### Register map, names as in the netlist

Other sequential cells in the stronger grey, the rest of the logic in the fainter grey.
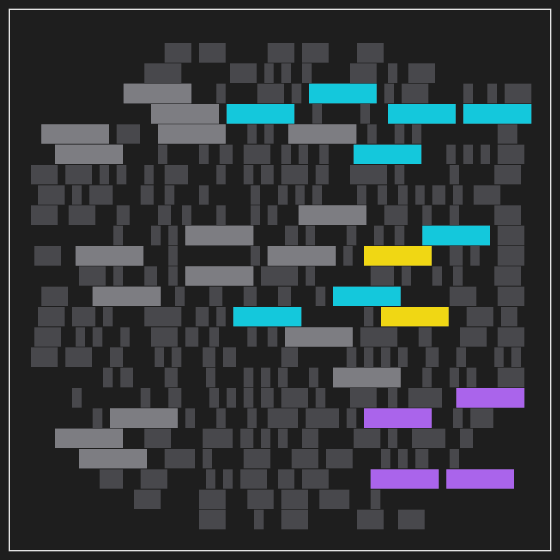
### Logic cells by family

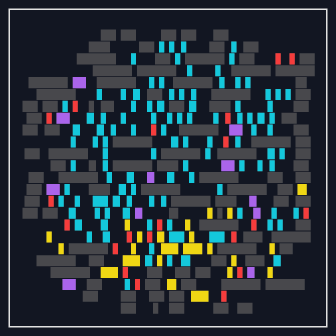
### Cells coloured by class

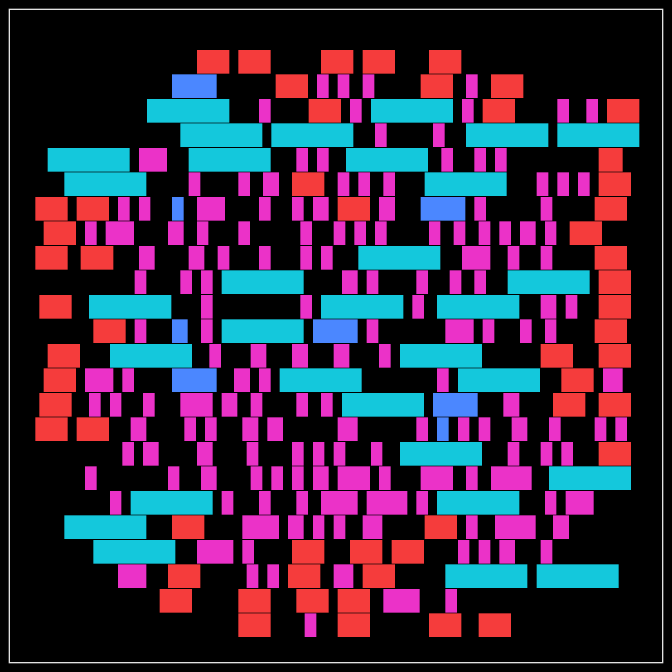
### src/rtl/timer_ctrl.sv
// timer_ctrl: APB-style register front end for one 8-bit timer counter.
// Holds the start value (TDR) and control (TCR) registers, mirrors the
// counter flags (TSR), divides clk down to the counter tick, and issues
// the single-cycle load / flag-clear pulses plus a registered interrupt.
module timer_ctrl #(
   parameter logic [7:0] RST_TDR = 8'h00
) (
   input  logic       clk,
   input  logic       rst,
   input  logic       psel,
   input  logic       penable,
   input  logic       pwrite,
   input  logic [7:0] paddr,
   input  logic [7:0] pwdata,
   output logic [7:0] prdata,
   output logic       pready,
   output logic       pslverr,
   input  logic [7:0] tcnt,
   input  logic       overflow,
   input  logic       underflow,
   output logic       clk_ena,
   output logic [7:0] start_counter,
   output logic       up_down,
   output logic       enable,
   output logic       load,
   output logic       clr_overflow,
   output logic       clr_underflow,
   output logic       irq
);

   localparam logic [7:0] ADDR_TDR  = 8'h00;
   localparam logic [7:0] ADDR_TCR  = 8'h01;
   localparam logic [7:0] ADDR_TSR  = 8'h02;
   localparam logic [7:0] ADDR_TCNT = 8'h03;

   logic [7:0] tdr;
   logic       tcr_en;
   logic       tcr_up;
   logic [1:0] tcr_cks;
   logic       tcr_ovie;
   logic       tcr_udie;
   logic [3:0] div;

   logic       setup_phase;
   logic       access_phase;
   logic       addr_bad;
   logic       wr_commit;
   logic       wr_tdr;
   logic       wr_tcr;
   logic       wr_tsr;
   logic [7:0] rd_mux;
   logic       div_full;

   // Bus phase decode; an errored write is masked here so it can never commit.
   always_comb begin
      setup_phase  = psel & ~penable;
      access_phase = psel & penable;
      addr_bad     = (paddr > ADDR_TCNT) | (pwrite & (paddr == ADDR_TCNT));
      wr_commit    = access_phase & pwrite & ~addr_bad;
      wr_tdr       = wr_commit & (paddr == ADDR_TDR);
      wr_tcr       = wr_commit & (paddr == ADDR_TCR);
      wr_tsr       = wr_commit & (paddr == ADDR_TSR);
   end

   // Read data selection; LD and the reserved TCR bit always read back as 0.
   always_comb begin
      rd_mux = 8'h00;
      case (paddr)
         ADDR_TDR:  rd_mux = tdr;
         ADDR_TCR:  rd_mux = {2'b00, tcr_udie, tcr_ovie, tcr_cks, tcr_up, tcr_en};
         ADDR_TSR:  rd_mux = {6'b000000, underflow, overflow};
         ADDR_TCNT: rd_mux = tcnt;
         default:   rd_mux = 8'h00;
      endcase
   end

   // Terminal count of the prescaler: low CKS+1 bits of div all ones.
   always_comb begin
      div_full = 1'b0;
      case (tcr_cks)
         2'd0:    div_full = div[0];
         2'd1:    div_full = &div[1:0];
         2'd2:    div_full = &div[2:0];
         default: div_full = &div;
      endcase
   end

   // Configuration registers updated on a committed write.
   always_ff @(posedge clk or posedge rst) begin
      if (rst) begin
         tdr      <= RST_TDR;
         tcr_en   <= 1'b0;
         tcr_up   <= 1'b0;
         tcr_cks  <= 2'd0;
         tcr_ovie <= 1'b0;
         tcr_udie <= 1'b0;
      end else begin
         if (wr_tdr) begin
            tdr <= pwdata;
         end
         if (wr_tcr) begin
            tcr_en   <= pwdata[0];
            tcr_up   <= pwdata[1];
            tcr_cks  <= pwdata[3:2];
            tcr_ovie <= pwdata[4];
            tcr_udie <= pwdata[5];
         end
      end
   end

   // Read data and error response captured at the setup edge, valid during access.
   always_ff @(posedge clk or posedge rst) begin
      if (rst) begin
         prdata  <= 8'h00;
         pslverr <= 1'b0;
      end else if (setup_phase) begin
         prdata  <= rd_mux;
         pslverr <= addr_bad;
      end else begin
         pslverr <= 1'b0;
      end
   end

   // Single-cycle command pulses and the registered interrupt.
   always_ff @(posedge clk or posedge rst) begin
      if (rst) begin
         load          <= 1'b0;
         clr_overflow  <= 1'b0;
         clr_underflow <= 1'b0;
         irq           <= 1'b0;
      end else begin
         load          <= wr_tcr & pwdata[7];
         clr_overflow  <= wr_tsr & pwdata[0];
         clr_underflow <= wr_tsr & pwdata[1];
         irq           <= (overflow & tcr_ovie) | (underflow & tcr_udie);
      end
   end

   // Prescaler: restarts from 0 on any TCR write so a CKS change never yields a short tick.
   always_ff @(posedge clk or posedge rst) begin
      if (rst) begin
         div <= 4'd0;
      end else if (!tcr_en || load || wr_tcr) begin
         div <= 4'd0;
      end else begin
         div <= div + 4'd1;
      end
   end

   assign pready        = 1'b1;
   assign start_counter = tdr;
   assign up_down       = tcr_up;
   assign enable        = tcr_en;
   assign clk_ena       = tcr_en & ~load & div_full;

endmodule

### config.mk
export PLATFORM = sky130hd
export DESIGN_NAME = timer_ctrl
export DESIGN_NICKNAME = d
export VERILOG_FILES = /design/src/rtl/timer_ctrl.sv
export SDC_FILE = /design/constraint.sdc
export NUM_CORES = 1
export LEC_CHECK = 0
export ABC_AREA = 1
export CAP_MARGIN = 20
export CELL_PAD_IN_SITES_DETAIL_PLACEMENT = 1
export CELL_PAD_IN_SITES_GLOBAL_PLACEMENT = 1
export CORE_MARGIN = 2
export CORE_UTILIZATION = 34
export CTS_CLUSTER_DIAMETER = 40
export DETAILED_ROUTE_END_ITERATION = 7
export GPL_ROUTABILITY_DRIVEN = 1
export PLACE_DENSITY = 0.86
export SLEW_MARGIN = 10
export SYNTH_ARGS = -nofsm -noshare
export SYNTH_HDL_FRONTEND = slang
export SYNTH_SLANG_ARGS = --single-unit
### constraint.sdc
create_clock -name clk -period 3.5 [get_ports clk]
set_input_delay 0.35 -clock clk [delete_from_list [all_inputs] [get_ports clk]]
set_output_delay 0.35 -clock clk [all_outputs]
set_load 0.02 [all_outputs]
==> flow_metrics.env <==
# flow metrics
export IMPL_synthTopCellsByArea="dfrtp_1 49%, nand2_1 19%, nand3_1 6.3%"
export IMPL_path_delay_family="buffers and inverters"
export IMPL_stdcell_count=311
export IMPL_yosys_area_share_aoi_pct=5.43
export IMPL_comb_area_um2=702
export IMPL_leakagePower_uw=0.00110
export IMPL_fill_cells=566
export IMPL_cap_viol_max_count=0
export IMPL_numCtsBuffers=5
export IMPL_drive_gt1_share_pct=10.0
export IMPL_p_total_uw=705
export IMPL_internal_power_uw=535
export IMPL_routed_wl_mm=4.54
export IMPL_cpPeakStageDelay_ns=0.54
export IMPL_cts_tree="built"
export IMPL_crit_type="reg2out"
export IMPL_fp_nets=233
export IMPL_power_share_switching_pct=24.1
export IMPL_ff_count=31
export IMPL_layout_setup_ws_ns=1.06
export IMPL_ys_warn_count=0
export IMPL_htree_num_levels=2
export IMPL_cp_depth=7
export IMPL_outcome="completed"
export IMPL_grtUsageMet1_pct=24.3
export IMPL_cts_sinks=31
export IMPL_grt_overflow=0
export IMPL_pwr_share_clk_pct=38.9
export IMPL_ios=56
export IMPL_setup_viol=0
export IMPL_cts_root_buf="clkbuf_8"
export IMPL_met2WireLength_mm=2.31
export IMPL_drt_met1_wl_mm=1.99
export IMPL_powerClk_uw=274
export IMPL_fin_tns_setup_ns=0
export IMPL_routed_wl_met3_um=193
export IMPL_met3_usage_pct=5.28
export IMPL_synth_seq_share_pct=48.8
Notes on 'Register map, names as in the netlist' above:
legend:
  `tcr_cks`:
    colour: yellow
    flops: 2
  `div`:
    colour: purple
    flops: 4
    where: lower right
  `prdata`:
    colour: cyan
    flops: 8
Reg area: 776 um2
Seq power: 360 uW
Post-Route Utilization: 50.6%

Notes on 'Logic cells by family' above:
legend:
  inverters:
    colour: red
    cells: 20
    most_used: inv_1
  NOR gates:
    colour: yellow
    cells: 23
    most_used: nor2_1
  inverting AOI/OAI gates:
    colour: purple
    cells: 11
    most_used: o21ai_2
  NAND gates:
    colour: cyan
    cells: 105
    most_used: nand2_1
most instantiated logic cell after routing: nand2_1
Comb/total area: 31.2%

Notes on 'Cells coloured by class' above:
legend:
  clock drivers and dummy loads:
    colour: blue
    cells: 8
  all other logic:
    colour: magenta
    cells: 165
  other buffers and delay cells:
    colour: red
    cells: 55
  flip-flops:
    colour: cyan
    cells: 31
# rows: 24
design area: 2250 um2
Seq area share: 34.5%

Power and IR drop assume default switching activity.
